==> run_1/port_nets.png <==
Drawn at 4 px/µm.
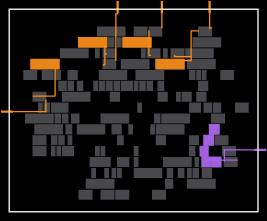
==> run_1/density.png <==
Drawn at 6 px/µm. The die is cut into 6 by 5 equal tiles; dark blue is low, red is high, 0 to 100% covered.
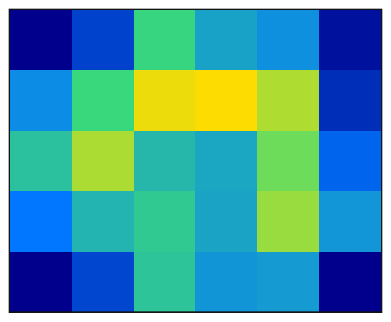
==> run_1/final_congestion.png <==
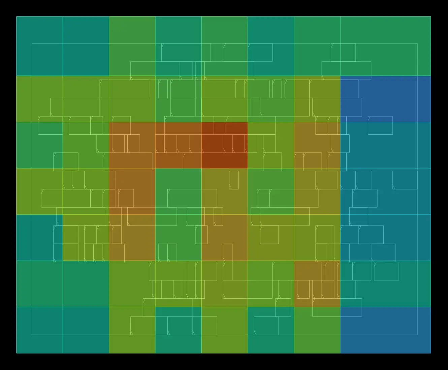
Design serial_sub4b, sky130hd; sources not shown.
==> flow_metrics.py, run 1 <==
# Auto-generated metrics
metrics = {
    "run_status": {
        "status": "complete, no violations",
    },
    "sta": {
        "final.min_clock_period_ns": 2.27,
        "setup_viol_count_final": 0,
        "report.final.hold_viol_count": 0,
        "setup_tns_ns": 0,
        "worst-slew-pin-transition_ns": 0.822,
        "setup_slack_ns": 0.674,
        "slew_headroom_pct": 45.0,
    },
    "final_layout": {
        "most_used_cells_in_the_layout_excluding_fill_and_tap_cells": "sky130_fd_sc_hd__dfxtp_1 (22), sky130_fd_sc_hd__clkdlybuf4s50_1 (18), sky130_fd_sc_hd__nand2_1 (15)",
        "biggestCellCategory": "registers",
        "logic_gates": 72,
        "layout-drive-gt1-share_pct": 5.00,
        "finish.cell_count_without_fillers": 156,
        "layout.nonclk_buf_share_pct": 16.4,
        "area.share.sequential_pct": 38.6,
    },
    "clock_tree": {
        "tritoncts": "yes",
        "clk_path_buf_depth": 2,
        "cts_h_tree_depth": 1,
    },
    "power_and_ir_drop": {
        "cellPowerDensity_mw_per_mm2": 475,
    },
    "synthesis": {
        "top_cells_by_area": "sky130_fd_sc_hd__dfxtp_1 (47%), sky130_fd_sc_hd__a21oi_1 (7.0%), sky130_fd_sc_hd__nand2_1 (6.0%)",
        "synth_adder_area_share_pct": 3.48,
        "async_flop_share_pct": 0,
        "postSynthCellCount": 105,
        "postSynthRegisterBits": 22,
        "synthDominantAreaCellType": "sky130_fd_sc_hd__dfxtp_1",
        "ys_sh_mux_pct": 3.21,
        "post_synth_main_logic_family": "simple AND/OR/NAND/NOR gates",
    },
    "global_routing": {
        "grt_start_max_net_pins": 23,
        "grt_antenna_before_repair": 0,
        "grt_overflow": 0,
        "grt_use_total_pct": 13.0,
    },
    "place": {
        "dp_slack_ns": 0.745,
        "dp_hpwl_um": 1300,
        "place_area_mm2": 0.00112,
    },
    "worst_hold_path": {
        "min_path_type": "register to register",
    },
    "worst_setup_path": {
        "worstSetupEndpointType": "output pin",
        "crit_family": "buffers and inverters",
        "cp_max_fo": 15,
        "cell_count_of_the_worst_reg_to_reg_path": 5,
    },
    "floorplanning": {
        "num_rows": 16,
        "n_tap_cell": 36,
        "die_span_in_y_um": 50.3,
    },
    "routing": {
        "dr.first_iter.drc_count": 41,
    },
    "run": {
        "openroad.warnings": 26,
    },
}
## Picture notes: port_nets.png
orange -> diff  # bits 4, direction output, edge 3 north, 1 west, end cells 4, wire 75.6 µm
purple -> start  # bits 1, direction input, edge east, end cells 5, wire 30.6 µm
number of ports placed on the die boundary: 19
count of buffers inserted at the top-level ports: 18

## Picture notes: density.png
fullest tile = 75%
emptiest ninth of the die = south-west
densest ninth of the die = north
mean over tiles = 35%
final standard cell utilization of the core: 45.6%
core area: 0.00250 mm²
effective utilization at floorplan: 37.4%

## Picture notes: final_congestion.png
fraction of met1 tracks used by global routing: 19.0%
M2 GR Usage: 19.1%

## run 1: layer usage
| layer | routed length [µm] | GRT usage, % |
|---|---|---|
| met1 | 903 | 19.0 |
| met2 | 813 | 19.1 |
| met3 | 148 | 4.90 |
| met4 | 0 | 1.06 |
| met5 | 0 | 0 |
## run 1: power breakdown
group          leakage (µW)  switching (µW)  internal (µW)
Combinational      0.000216            47.8           40.9
Clock             0.0000138            82.7           47.7
Sequential         0.000180            9.82            313
## run 1: worst min-delay path, stage by stage, from the launching register on
cell	delay, ns
sky130_fd_sc_hd__dfxtp_1	0.32
sky130_fd_sc_hd__nand2_1	0.05
sky130_fd_sc_hd__a21oi_1	0.05
## Run 2: what changed since run 1
--- a/config.mk
+++ b/config.mk
@@ -5,7 +5,7 @@
 export SDC_FILE = /design/constraint.sdc
 export NUM_CORES = 1
 export LEC_CHECK = 0
-export ABC_CLOCK_PERIOD_IN_PS = 2940
+export ABC_CLOCK_PERIOD_IN_PS = 2100
 export CAP_MARGIN = 30
 export CORE_ASPECT_RATIO = 0.8
 export CORE_MARGIN = 2
==> constraint.sdc (replaced) <==
create_clock -name clk -period 2.1 [get_ports clk]
set_input_delay 0.42 -clock clk [delete_from_list [all_inputs] [get_ports clk]]
set_output_delay 0.42 -clock clk [all_outputs]
set_load 0.02 [all_outputs]
==> flow_metrics.py, run 2 <==
# Auto-generated metrics
metrics = {
    "final_layout": {
        "most_used_cells_in_the_layout_excluding_fill_and_tap_cells": "sky130_fd_sc_hd__dfxtp_1 (22), sky130_fd_sc_hd__clkdlybuf4s50_1 (17), sky130_fd_sc_hd__nand2_1 (15)",
        "logic_gates": 72,
        "biggestCellCategory": "registers",
        "layout-drive-gt1-share_pct": 6.56,
        "area.share.sequential_pct": 38.1,
        "layout.nonclk_buf_share_pct": 17.4,
    },
    "floorplanning": {
        "die_span_in_y_um": 50.3,
        "initCoreUtil_pct": 37.4,
        "num_rows": 16,
        "n_tap_cell": 36,
        "ioPinCount": 19,
        "fp.coreArea_mm2": 0.00250,
    },
    "power_and_ir_drop": {
        "pwr.group.combinational_uw": 126,
        "power-top-group": "sequential cells",
        "power.clock.total_uw": 189,
        "sequentialPower_uw": 452,
        "cellPowerDensity_mw_per_mm2": 664,
        "netSwitchingFraction_pct": 26.3,
        "internal_power_uw": 565,
        "combPwrFrac_pct": 16.4,
        "power_frac_seq_pct": 59.0,
        "pwr-share-clk_pct": 24.6,
    },
    "synthesis": {
        "synthDominantAreaCellType": "sky130_fd_sc_hd__dfxtp_1",
        "postSynthCellCount": 105,
        "synth_adder_area_share_pct": 3.48,
        "post_synth_main_logic_family": "simple AND/OR/NAND/NOR gates",
        "top_cells_by_area": "sky130_fd_sc_hd__dfxtp_1 (47%), sky130_fd_sc_hd__a21oi_1 (7.0%), sky130_fd_sc_hd__nand2_1 (6.0%)",
    },
    "sta": {
        "report.final.hold_viol_count": 0,
        "setup_viol_count_final": 0,
        "worst-slew-pin-transition_ns": 0.446,
    },
    "worst_setup_path": {
        "cp_max_fo": 15,
        "cell_count_of_the_worst_reg_to_reg_path": 5,
    },
    "routing": {
        "dr.first_iter.drc_count": 17,
    },
    "place": {
        "dp_hpwl_um": 1250,
        "place.port_buffers": 18,
    },
    "global_routing": {
        "grt_overflow": 0,
        "grt_antenna_before_repair": 0,
        "grt_start_max_net_pins": 23,
        "grt_use_total_pct": 12.9,
    },
    "run_status": {
        "status": "complete, no violations",
    },
    "clock_tree": {
        "clk_path_buf_depth": 2,
        "cts_h_tree_depth": 1,
    },
    "run": {
        "openroad.warnings": 26,
    },
}
[run 2: routing by layer]
metal | global-route usage [%] | up-vias | wire length (µm)
met5 | 0 | - | 0
met4 | 2.13 | 0 | 10
met3 | 4.90 | 2 | 104
met2 | 19.6 | 17 | 739
met1 | 17.6 | 361 | 1010
li1 | - | 396 | -
[run 2: per-stage QoR]
stage          worst slack (ns)  hold slack [ns]  instances  util (%)  total power (µW)
6_report                  0.275            0.459        158      46.2               767
5_1_grt                   0.141            0.488        158      46.2               813
4_1_cts                   0.256            0.465        158      46.2               775
3_5_place_dp              0.341            0.445        155      45.3               588
3_3_place_gp              0.370            0.445        155      45.3               586
2_1_floorplan             0.694            0.432        105         -               549
==> run_2/density.png <==
Drawn at 6 px/µm. The die is cut into 6 by 5 equal tiles; dark blue is low, red is high, 0 to 100% covered.
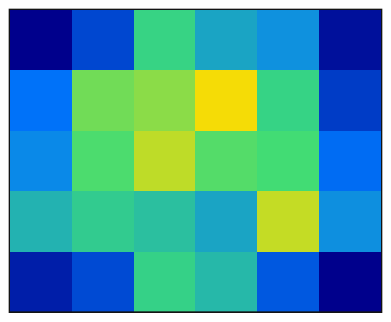
mean over tiles = 36%
nearly empty tiles = 6.7%
fullest tile = 74%
final standard cell utilization of the core: 46.2%

## Run 3: what changed since run 2
--- a/config.mk
+++ b/config.mk
@@ -11,7 +11,9 @@
 export CORE_MARGIN = 2
 export CORE_UTILIZATION = 35
 export CTS_CLUSTER_DIAMETER = 80
+export CTS_CLUSTER_SIZE = 8
 export DETAILED_ROUTE_END_ITERATION = 7
+export MAX_ROUTING_LAYER = met4
 export PLACE_DENSITY_LB_ADDON = 0.15
 export SLEW_MARGIN = 25
 export SYNTH_ARGS = -nofsm -noshare
==> flow_metrics.py, run 3 <==
# Auto-generated metrics
metrics = {
    "power_and_ir_drop": {
        "internal_power_uw": 565,
        "power_frac_seq_pct": 59.1,
        "pwr.group.combinational_uw": 125,
        "power-top-group": "sequential cells",
        "combPwrFrac_pct": 16.4,
        "cellPowerDensity_mw_per_mm2": 662,
        "total_power_uw": 765,
        "total_switching_power_uw": 200,
    },
    "clock_tree": {
        "tritoncts": "yes",
        "clk_path_buf_depth": 2,
        "cts_h_tree_depth": 1,
    },
    "synthesis": {
        "postSynthCellCount": 105,
        "postSynthRegisterBits": 22,
        "post_synth_main_logic_family": "simple AND/OR/NAND/NOR gates",
    },
    "global_routing": {
        "grt_use_total_pct": 13.2,
        "grt_antenna_before_repair": 0,
        "grt_start_max_net_pins": 23,
    },
    "sta": {
        "setup_tns_ns": 0,
        "worst-slew-pin-transition_ns": 0.454,
        "report.final.hold_viol_count": 0,
        "slew_headroom_pct": 69.8,
    },
    "place": {
        "place_area_mm2": 0.00113,
        "numPlacedInstances": 155,
    },
    "worst_setup_path": {
        "cell_count_of_the_worst_reg_to_reg_path": 5,
    },
    "run": {
        "openroad.warnings": 26,
    },
    "worst_hold_path": {
        "min_path_type": "register to register",
    },
    "routing": {
        "dr.first_iter.drc_count": 18,
    },
    "floorplanning": {
        "die_span_in_y_um": 50.3,
    },
    "final_layout": {
        "finish.cell_count_without_fillers": 158,
    },
    "run_status": {
        "status": "complete, no violations",
    },
}
[run 3: cell counts after synthesis]
No cell type changed its count.
[run 3: cell type report]
cell class                      instances  area, µm²  share of cell area [%]
Tap cell                               36       45.0                    3.90
Clock buffer                            3       22.5                    1.95
Timing Repair Buffer                   21        201                    17.4
Sequential cell                        22        440                    38.1
Multi-Input combinational cell         72        425                    36.8
Inverter                                4       20.0                    1.73
[run 3: metal layers]
metal | part of all wire [%] | GRT usage, % | wire (µm) | up-vias
li1 | - | - | - | 397
met1 | 55 | 17.7 | 1020 | 367
met2 | 40 | 19.6 | 739 | 15
met3 | 4.9 | 4.64 | 92 | 2
met4 | 0.48 | 2.13 | 9 | 0
met5 | 0 | - | 0 | -
==> run_3/clock_map.png <==
Drawn at 6 px/µm.
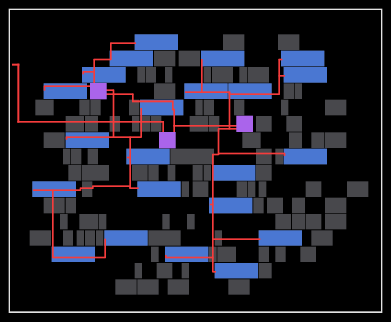
red -> clock wires  # length 264 µm
blue -> flip-flops  # count 22
purple -> cells driving clock nets  # count 3
flops lie = all over the die
routed clock nets = 4
Power Clock: 188 µW
clk_skew: 0.00156 ns
clock insertion delay at the later pin of the skew report: 0.30 ns
clock share of power: 24.5%

Power and IR drop assume default switching activity.
